Fig. 1: M1 wires
(4 px per um)
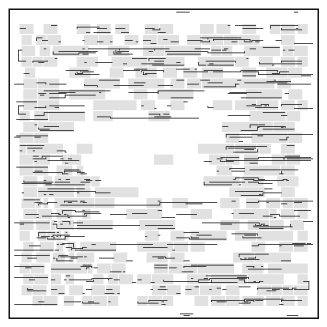
Fig. 2: the metal 2 layer
(6 px per um)
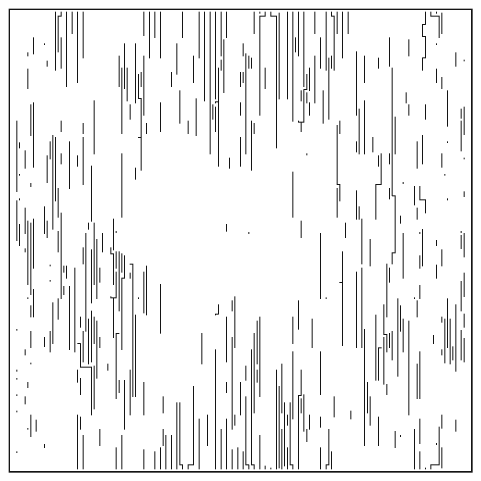
Fig. 3: the metal 3 layer
(4 px per um)
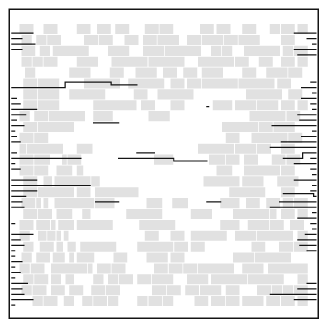
Fig. 4: I/O pins on the die edge
(6 px per um) Pins as bars across the die edge, other pins in grey.
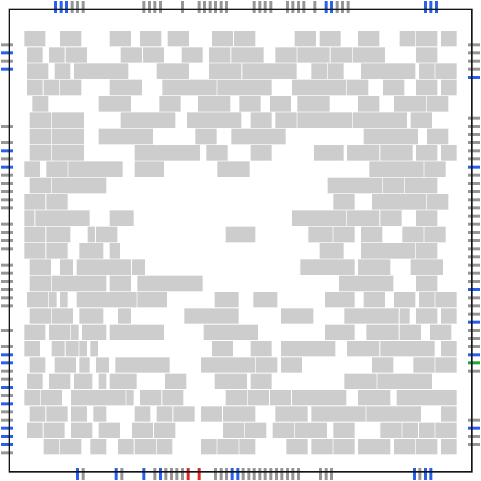
## src/rtl/intpol2_d4_squared_seq_if.sv

```systemverilog
// Upstream sample and downstream result handshakes of the
// squared-term sequencer.
interface intpol2_d4_squared_seq_if #(
    parameter int W = 34
);
    logic                in_valid;
    logic                in_ready;
    logic signed [W-1:0] in_x2;
    logic                out_valid;
    logic                out_ready;
    logic signed [W-1:0] out_xi2;
    logic [1:0]          out_phase;
    logic                out_last;

    modport slave (
        input  in_valid, in_x2, out_ready,
        output in_ready, out_valid, out_xi2, out_phase, out_last
    );

    modport master (
        output in_valid, in_x2, out_ready,
        input  in_ready, out_valid, out_xi2, out_phase, out_last
    );
endinterface

```

## src/rtl/intpol2_d4_squared_seq.sv

```systemverilog
// Sequencer for the x4 interpolator squared-term accumulator:
// holds one x2 sample and steps the accumulator through n = 0..3.
module intpol2_d4_squared_seq #(
    parameter int DATAPATH_WIDTH = 32,
    parameter int N_bits         = 2,
    localparam int W             = DATAPATH_WIDTH + N_bits
) (
    input  logic                clk,
    input  logic                rstn,
    input  logic                clear,
    intpol2_d4_squared_seq_if.slave bus,
    output logic signed [W-1:0] x2,
    output logic                en_xi2,
    output logic [1:0]          sel_xi2,
    output logic                clear_xi2,
    input  logic signed [W-1:0] xi2
);
    typedef enum logic [1:0] {
        IDLE = 2'd0,
        RUN  = 2'd1,
        OUT  = 2'd2
    } state_t;

    state_t     state;
    state_t     state_n;
    logic [1:0] phase;
    logic [1:0] phase_n;
    logic       load;
    logic       accept;
    logic       xfer;
    logic       last;

    assign last          = (phase == 2'd3);
    assign bus.in_ready  = (state == IDLE)
                         | ((state == OUT) & last & bus.out_ready);
    assign bus.out_valid = (state == OUT);
    assign bus.out_xi2   = xi2;
    assign bus.out_phase = phase;
    assign bus.out_last  = last;
    assign accept        = bus.in_valid & bus.in_ready;
    assign xfer          = bus.out_valid & bus.out_ready;
    assign en_xi2        = (state == RUN);
    assign sel_xi2       = phase;
    assign clear_xi2     = clear | ~rstn;

    always_ff @(posedge clk or negedge rstn) begin
        if (!rstn) begin
            state <= IDLE;
            phase <= 2'd0;
            x2    <= '0;
        end else begin
            state <= state_n;
            phase <= phase_n;
            if (load) x2 <= bus.in_x2;
        end
    end

    always_comb begin
        state_n = state;
        phase_n = phase;
        load    = 1'b0;
        unique case (1'b1)
            (state == IDLE): begin
                if (accept) begin
                    load    = 1'b1;
                    phase_n = 2'd0;
                    state_n = RUN;
                end
            end
            (state == RUN): state_n = OUT;
            (state == OUT): begin
                if (xfer && !last) begin
                    phase_n = phase + 2'd1;
                    state_n = RUN;
                end else if (xfer && accept) begin
                    load    = 1'b1;
                    phase_n = 2'd0;
                    state_n = RUN;
                end else if (xfer) begin
                    state_n = IDLE;
                end
            end
            default: state_n = IDLE;
        endcase
        // Soft clear wins over any same-cycle accept or transfer
        if (clear) begin
            load    = 1'b0;
            phase_n = 2'd0;
            state_n = IDLE;
        end
    end
endmodule

```

## src/flat_wrapper.sv

```systemverilog
// flat-port wrapper written by rule: the top's interface ports become plain ports
module intpol2_d4_squared_seq_flat 
#(
    parameter int DATAPATH_WIDTH = 32,
    parameter int N_bits         = 2,
    localparam int W             = DATAPATH_WIDTH + N_bits
)
  (clk, rstn, clear, x2, en_xi2, sel_xi2, clear_xi2, xi2, bus_in_valid, bus_in_x2, bus_out_ready, bus_in_ready, bus_out_valid, bus_out_xi2, bus_out_phase, bus_out_last);
  intpol2_d4_squared_seq_if #(.W((34))) bus_i ();
  input  logic clk;
  input  logic rstn;
  input  logic clear;
  output logic signed [W-1:0] x2;
  output logic en_xi2;
  output logic [1:0] sel_xi2;
  output logic clear_xi2;
  input  logic signed [W-1:0] xi2;
  input wire logic [$bits(bus_i.in_valid)-1:0] bus_in_valid;
  input wire logic [$bits(bus_i.in_x2)-1:0] bus_in_x2;
  input wire logic [$bits(bus_i.out_ready)-1:0] bus_out_ready;
  output wire logic [$bits(bus_i.in_ready)-1:0] bus_in_ready;
  output wire logic [$bits(bus_i.out_valid)-1:0] bus_out_valid;
  output wire logic [$bits(bus_i.out_xi2)-1:0] bus_out_xi2;
  output wire logic [$bits(bus_i.out_phase)-1:0] bus_out_phase;
  output wire logic [$bits(bus_i.out_last)-1:0] bus_out_last;
  assign bus_i.in_valid = bus_in_valid;
  assign bus_i.in_x2 = bus_in_x2;
  assign bus_i.out_ready = bus_out_ready;
  assign bus_in_ready = bus_i.in_ready;
  assign bus_out_valid = bus_i.out_valid;
  assign bus_out_xi2 = bus_i.out_xi2;
  assign bus_out_phase = bus_i.out_phase;
  assign bus_out_last = bus_i.out_last;
  intpol2_d4_squared_seq #(.DATAPATH_WIDTH(DATAPATH_WIDTH), .N_bits(N_bits)) u_core (.clk(clk), .rstn(rstn), .clear(clear), .bus(bus_i), .x2(x2), .en_xi2(en_xi2), .sel_xi2(sel_xi2), .clear_xi2(clear_xi2), .xi2(xi2));
endmodule
```

## config.mk

```make
export PLATFORM = sky130hd
export DESIGN_NAME = intpol2_d4_squared_seq_flat
export DESIGN_NICKNAME = d
export VERILOG_FILES = /design/src/rtl/intpol2_d4_squared_seq_if.sv /design/src/rtl/intpol2_d4_squared_seq.sv /design/src/flat_wrapper.sv
export SDC_FILE = /design/constraint.sdc
export NUM_CORES = 1
export LEC_CHECK = 0
export CAP_MARGIN = 5
export CORE_MARGIN = 2
export CORE_UTILIZATION = 36
export DETAILED_ROUTE_END_ITERATION = 10
export GPL_ROUTABILITY_DRIVEN = 0
export GPL_TIMING_DRIVEN = 0
export PLACE_DENSITY = 0.84
export SLEW_MARGIN = 20
export SYNTH_ARGS = -nofsm -noshare
export SYNTH_HDL_FRONTEND = slang
export SYNTH_SLANG_ARGS = --single-unit
```

## constraint.sdc

```tcl
create_clock -name clk -period 5.5 [get_ports clk]
set_input_delay 1.65 -clock clk [delete_from_list [all_inputs] [get_ports clk]]
set_output_delay 1.65 -clock clk [all_outputs]
set_load 0.01 [all_outputs]
```

==> flow_summary_export.csv <==
group,metric,value,unit
global_route,grt_max_degree,23,
power_and_ir_drop,switching_share,0.236,
routing,wirelength_met1,1800,um
logic_synthesis,async_flop_share,1.00,
cts,cts_sinks,38,
layout,signal_buffers,155,
routing,wl_met2,2060,um
placement,hpwl,3420,um
global_route,grt_use_total,0.146,
layout,area_delta_synth_final,73.5,%
logic_synthesis,edf_count,0,
setup_path,r2r-start,"u_core.bus.out_phase[0]$_DFFE_PN0P_",
timing,finalCriticalPeriod,4.69,ns
timing,setup_viol,0,
power_and_ir_drop,power_top_consumer,"sequential cells",
logic_synthesis,yosys.area.top_type,"dfrtp_1",
timing,final_hold_viol_count,0,
cts,cts_hold_buffers,0,
logic_synthesis,syn_nets,208,
cts,ctsResizeCount,0,
power_and_ir_drop,p_clk,0.000292,W
setup_path,crit_cells,4,
layout,nFillCells,395,
layout,clk_share,0.0430,
routing,first_pass_iters,4,
setup_path,path_buffers,2,
power_and_ir_drop,comb_cell_power,0.000343,W
global_route,grt.overflow.total,0,
cts,cts_tree,"done",
cts,cts_setup_buffers,0,
power_and_ir_drop,power,0.00101,W
global_route,top_usage_layer,"met2",
logic_synthesis,top_cells_by_area,"dfrtp_1 (50%), mux2_4 (24%), buf_4 (14%), mux2_2 (2.4%), buf_6 (1.8%)",
setup_path,endpoint,"bus_in_ready",
timing,hold-worst-slack,0.510,ns
floorplan,core,5110,um2
layout,layout_top_cell,"clkdlybuf4s50_1",
layout,fin_nets,331,
routing,dr_wl_met3,380,um
power_and_ir_drop,power_frac_seq,0.369,
power_and_ir_drop,powerDensity,304,nW/um2
cts,cts_inserted_buffers,5,
layout,nonClkBufAreaFrac,0.446,
routing,wl_per_cell,13.1,um
setup_path,cp.arrival,3.04,ns
layout,finish.instance_area,3310,um2
layout,sh_comb_area,0.191,
routing,drtAntennaViolNets,0,
floorplan,placementRows,26,
global_route,grt_pass1_wl,6890,um
layout,antenna_cells,0,
layout,regMostFlops,"u_core.x2",
floorplan,die_area,5910,um2
floorplan,nWellTaps,70,
layout,seq_area,951,um2
logic_synthesis,syn_inst,134,
setup_path,crit_family,"buffers and inverters",
power_and_ir_drop,switchingPower,0.000237,W
layout,inverters,6,
layout,seq_area_frac,0.287,
global_route,grt_pass1_vias,1459,
timing,final_max_slew_viol_count,0,
hold_path,hold_path.class,"flop to flop",
timing,worstMarginPinSlew,0.637,ns
floorplan,fp_util,0.374,
setup_path,cp.required,3.85,ns
layout,clock_buffer_count,6,
setup_path,slowest_stage,"clkdlybuf4s50_1",
job,max_cap_viol_count,0,
hold_path,hold-path-endpoint,"u_core.x2[12]$_DFFE_PN0P_",
hold_path,hold_start,"u_core.x2[12]$_DFFE_PN0P_",
setup_path,critPathLaunchType,"input port",
logic_synthesis,avgSynthCellArea,14.3,um2
layout,final_cell_mix,"clkdlybuf4s50_1 (114), dfrtp_1 (38), buf_4 (36)",
placement,post-place-cells,320,
logic_synthesis,yosysUniqueCellTypes,17,
job,warning_count,26,
setup_path,critPathLaunch,"bus_out_ready",
timing,final.setup_skew,0.00733,ns
timing,finalSetupTns,0,ns
setup_path,slowest_delay,0.57,ns
floorplan,ios,150,
cts,clk_transition_reported_paths,0.07,ns
setup_path,path_max_fanout,5,
layout,drive_gt1_frac,0.337,
cts,clockBufferDepth,2,
placement,pre_cts_slack,0.803,ns
logic_synthesis,synth_adder_area_share,0.00655,
logic_synthesis,netlist.area_leader.share,0.498,
routing,post-route-drc-count,0,
layout,fin_cells,328,
layout,logic_gates,51,
logic_synthesis,ys_area,1910,um2
routing,drtIter0Drc,29,
power_and_ir_drop,peakVddDrop,0.000174,V
timing,relSlewSlack,0.575,
hold_path,hold_depth,1,
layout,largest_reg_flops,34,
timing,period_used_share,0.853,
global_route,antenna_found_initial,0,
power_and_ir_drop,p_int,0.000769,W
logic_synthesis,synth_stat.cells,134,
cts,htreeDepth,2,
setup_path,r2r_slack,3.38,ns
logic_synthesis,synth-xor-area-share,0,
setup_path,cpMostUsedCell,"clkdlybuf4s50_1",
logic_synthesis,ys_sh_mux,0.259,
timing,fmax,213,MHz
logic_synthesis,top_logic_kind,"multiplexers",
placement,placed_area,3170,um2
layout,largest_class,"buffers",
setup_path,endpoint_kind,"primary output",
cts,clock_latency,0.29,ns
outcome,outcome,"completed",
logic_synthesis,ff_type,"dfrtp_1",
layout,logic_area,633,um2
setup_path,critPathKind,"input port to primary output",
power_and_ir_drop,leakage,1.47,nW
setup_path,r2r_cells,5,
power_and_ir_drop,combPwrFrac,0.341,
power_and_ir_drop,pwr-share-clk,0.290,
setup_path,crit_chain,"clkdlybuf4s50_1, nand2_2, a21oi_1, clkdlybuf4s50_1",
logic_synthesis,synth.cellmix.simpleShare,0.0262,
Notes on Fig. 1 above:
main direction	horizontal
wire length on this layer	1800 um
longest straight run	24.8 um
nets with wire on the layer	266
Post-Route WL: 4290 um
grt met1 use: 0.178
DR vias: 1421

Notes on Fig. 2 above:
main direction	vertical
nets with wire on the layer	300
met2 usage: 0.244

Notes on Fig. 3 above:
share of all routed wire	8.9%
main direction	horizontal
wire length on this layer	381 um
met3 GRT Util: 0.0459

Notes on Fig. 4 above:
colour	port	pins	direction	edge
red	sel_xi2	2	output	bottom
blue	xi2	34	input	11 left, 9 bottom, 8 top, 6 right
green	rstn	1	input	right
port bufs: 115
Die Span Y: 76.9 um
Die W: 76.9 um

Power is estimated from default activity; no workload was simulated.
